[config.mk]
export PLATFORM = sky130hd
export DESIGN_NAME = pc_sequencer
export DESIGN_NICKNAME = d
export VERILOG_FILES = /design/src/rtl/pc_pkg.sv /design/src/rtl/ras_stack.sv /design/src/rtl/pc_sequencer.sv
export SDC_FILE = /design/constraint.sdc
export NUM_CORES = 1
export LEC_CHECK = 0
export CORE_MARGIN = 8
export CORE_UTILIZATION = 54
export CTS_CLUSTER_DIAMETER = 60
export DETAILED_ROUTE_END_ITERATION = 6
export PLACE_DENSITY_LB_ADDON = 0.1
export REMOVE_ABC_BUFFERS = 1
export SLEW_MARGIN = 20
export SYNTH_ARGS = -nofsm -noshare
export SYNTH_HDL_FRONTEND = slang
export SYNTH_SLANG_ARGS = --single-unit
[constraint.sdc]
create_clock -name clk_cpu -period 8.4 [get_ports clk_cpu]
set_clock_uncertainty 0.1 [all_clocks]
set_input_delay 1.68 -clock clk_cpu [delete_from_list [all_inputs] [get_ports clk_cpu]]
set_output_delay 1.68 -clock clk_cpu [all_outputs]
set_load 0.005 [all_outputs]
[src/rtl/pc_pkg.sv]
// rtl/pc_pkg.sv - PC operation encodings and default reset/exception vectors
package pc_pkg;

    typedef enum logic [2:0] {
        PC_SEQ      = 3'd0,
        PC_BRANCH   = 3'd1,
        PC_JUMP     = 3'd2,
        PC_JUMP_REG = 3'd3,
        PC_CALL     = 3'd4,
        PC_CALL_REG = 3'd5,
        PC_RETURN   = 3'd6,
        PC_ERET     = 3'd7
    } pc_op_t;

    localparam logic [31:0] DEFAULT_START_ADRS = 32'h0000_0000;
    localparam logic [31:0] DEFAULT_EXCP_ADRS  = 32'h0000_0080;

endpackage

[src/rtl/ras_stack.sv]
// rtl/ras_stack.sv - circular return-address stack; a push when full overwrites the oldest entry
module ras_stack #(
    parameter int XLEN      = 32,
    parameter int RAS_DEPTH = 4,
    localparam int PW       = $clog2(RAS_DEPTH),
    localparam int CW       = PW + 1
) (
    input  logic            clk_cpu,
    input  logic            reset,
    input  logic            push,
    input  logic            pop,
    input  logic [XLEN-1:0] push_data,
    output logic [XLEN-1:0] top,
    output logic [CW-1:0]   count,
    output logic            empty,
    output logic            full
);

    logic [XLEN-1:0] entries [RAS_DEPTH];
    logic [PW-1:0]   wr_ptr;
    logic [PW-1:0]   top_ptr;

    // wr_ptr always names the slot after the top, which is also the oldest slot once full
    assign top_ptr = wr_ptr - PW'(1);
    assign empty   = (count == '0);
    assign full    = (count == CW'(RAS_DEPTH));
    assign top     = empty ? '0 : entries[top_ptr];

    always_ff @(posedge clk_cpu or posedge reset) begin
        if (reset) begin
            for (int i = 0; i < RAS_DEPTH; i++) begin
                entries[i] <= '0;
            end
            wr_ptr <= '0;
            count  <= '0;
        end else if (push) begin
            entries[wr_ptr] <= push_data;
            wr_ptr          <= wr_ptr + PW'(1);
            if (!full) begin
                count <= count + CW'(1);
            end
        end else if (pop && !empty) begin
            wr_ptr <= top_ptr;
            count  <= count - CW'(1);
        end
    end

endmodule

[src/rtl/pc_sequencer.sv]
// rtl/pc_sequencer.sv - program counter sequencer with exception vectoring and return-address prediction
module pc_sequencer
    import pc_pkg::*;
#(
    parameter int              XLEN       = 32,
    parameter int              RAS_DEPTH  = 4,
    parameter logic [XLEN-1:0] START_ADRS = XLEN'(DEFAULT_START_ADRS),
    parameter logic [XLEN-1:0] EXCP_ADRS  = XLEN'(DEFAULT_EXCP_ADRS)
) (
    input  logic            clk_cpu,
    input  logic            reset,
    input  logic            stall,
    input  pc_op_t          pc_op,
    input  logic            cond,
    input  logic [15:0]     imm16,
    input  logic [25:0]     jaddr,
    input  logic [XLEN-1:0] reg_target,
    input  logic            excp,
    output logic [XLEN-1:0] pc,
    output logic [XLEN-1:0] epc,
    output logic [XLEN-1:0] link_addr,
    output logic [XLEN-1:0] ras_top,
    output logic            ras_mispredict,
    output logic            ras_empty,
    output logic            ras_full
);

    localparam int CW = $clog2(RAS_DEPTH) + 1;

    logic [XLEN-1:0] next_pc;
    logic [XLEN-1:0] branch_target;
    logic [XLEN-1:0] jump_target;
    logic            reg_op;
    logic            take_excp;
    logic [XLEN-1:0] pc_d;
    logic [XLEN-1:0] epc_d;
    logic            push;
    logic            pop;
    logic            mispredict_d;
    logic            mispredict_q;
    logic [CW-1:0]   ras_count;

    assign next_pc       = pc + XLEN'(4);
    assign branch_target = next_pc + {{(XLEN-18){imm16[15]}}, imm16, 2'b00};
    assign jump_target   = {pc[XLEN-1:28], jaddr, 2'b00};
    assign link_addr     = next_pc;

    // A misaligned register target vectors like an external exception and outranks stall
    assign reg_op    = (pc_op == PC_JUMP_REG) || (pc_op == PC_CALL_REG) || (pc_op == PC_RETURN);
    assign take_excp = excp || (reg_op && (reg_target[1:0] != 2'b00));

    always_comb begin
        pc_d         = pc;
        epc_d        = epc;
        push         = 1'b0;
        pop          = 1'b0;
        mispredict_d = 1'b0;
        if (take_excp) begin
            epc_d = pc;
            pc_d  = EXCP_ADRS;
        end else if (!stall) begin
            case (pc_op)
                PC_SEQ:      pc_d = next_pc;
                PC_BRANCH:   pc_d = cond ? branch_target : next_pc;
                PC_JUMP:     pc_d = jump_target;
                PC_JUMP_REG: pc_d = reg_target;
                PC_CALL: begin
                    pc_d = jump_target;
                    push = 1'b1;
                end
                PC_CALL_REG: begin
                    pc_d = reg_target;
                    push = 1'b1;
                end
                PC_RETURN: begin
                    pc_d         = reg_target;
                    pop          = 1'b1;
                    mispredict_d = ras_empty || (ras_top != reg_target);
                end
                PC_ERET:     pc_d = epc;
                default:     pc_d = next_pc;
            endcase
        end
    end

    always_ff @(posedge clk_cpu or posedge reset) begin
        if (reset) begin
            pc           <= START_ADRS;
            epc          <= '0;
            mispredict_q <= 1'b0;
        end else begin
            pc           <= pc_d;
            epc          <= epc_d;
            mispredict_q <= mispredict_d;
        end
    end

    // The pulse is masked during a stalled cycle so a held pipeline never sees it
    assign ras_mispredict = mispredict_q && !stall;

    ras_stack #(
        .XLEN      (XLEN),
        .RAS_DEPTH (RAS_DEPTH)
    ) u_ras_stack (
        .clk_cpu   (clk_cpu),
        .reset     (reset),
        .push      (push),
        .pop       (pop),
        .push_data (next_pc),
        .top       (ras_top),
        .count     (ras_count),
        .empty     (ras_empty),
        .full      (ras_full)
    );

endmodule

==> run summary <==
run metrics: # DRC 0, Pleak 6.939 nW, routability cong. 0.9390, Register Area ~5000 sq um, Yosys cell types 64, placed inst area 14960 sq um, Final clock-cell share 3.646%, Synth Warn # 0, global-route wire length before repair around 70 mm, startpoint type of the worst setup path register, reg-to-reg endpoint pc[31], FP Core Util 54.48%, detailed router's first-iteration violation count 1504, cell at the root of the clock tree clkbuf_16, post-route cell area 15540 sq um, Area Overhead vs Synth 23.03%, # IOs 213, final setup fails 0, Largest cell class logic gates, worst-path cell chain buf_4 -> inv_1 -> ha_2 -> mux4_2 -> nor2b_1 -> clkdlybuf4s50_1, DR pass1 iterations 6, Post-synth EDFFs 0, Seq. pwr about 0.0012 W, Util after Layout roughly two thirds, RR Startpoint pc[2], status finished clean, clock transition at the registers of the reported paths about 80 ps, commonest cells in the netlist 253 x nand2_1, 198 x dfrtp_1, 180 x o21ai_0, WL met2 20.57 mm
Signal wires by layer:
Scale bar: 50 um. Only two layers are drawn.
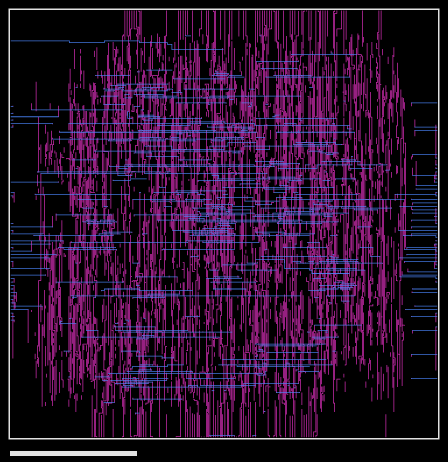
[magenta] met2 | wire length: 20.6 mm
[blue] met3 | wire length: 4960 um
Total Wirelength: 45.72 mm
DR WL/cell: 23.98 um
via total after detailed routing: 11960
Total Routing Usage GR: 31.97%

Clock wiring as the flow saved it:
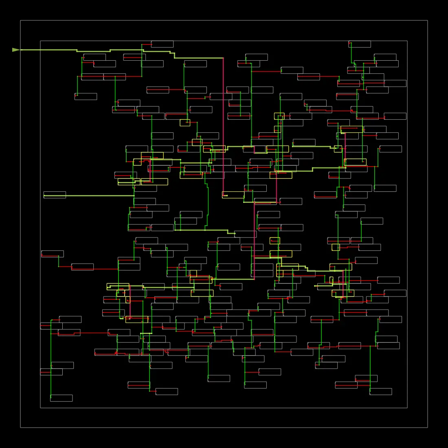
CTS sink count: 198
Num CTS Buffers: 17
CLK BUF: 18
Latency at later pin: 450 ps
Flops: 198

Cells coloured by class:
Fill, decap, tap and diode cells in grey.
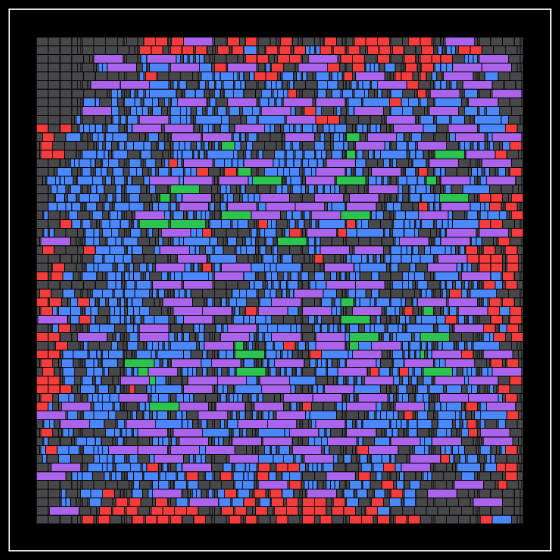
[red] other buffers and delay cells | cells: 235 | share of their area: 15%
[purple] flip-flops | cells: 198 | share of their area: 33%
[blue] all other logic | cells: 1123 | share of their area: 48%
[green] clock drivers and dummy loads | cells: 31 | share of their area: 3.7%

Power is estimated from default activity; no workload was simulated.
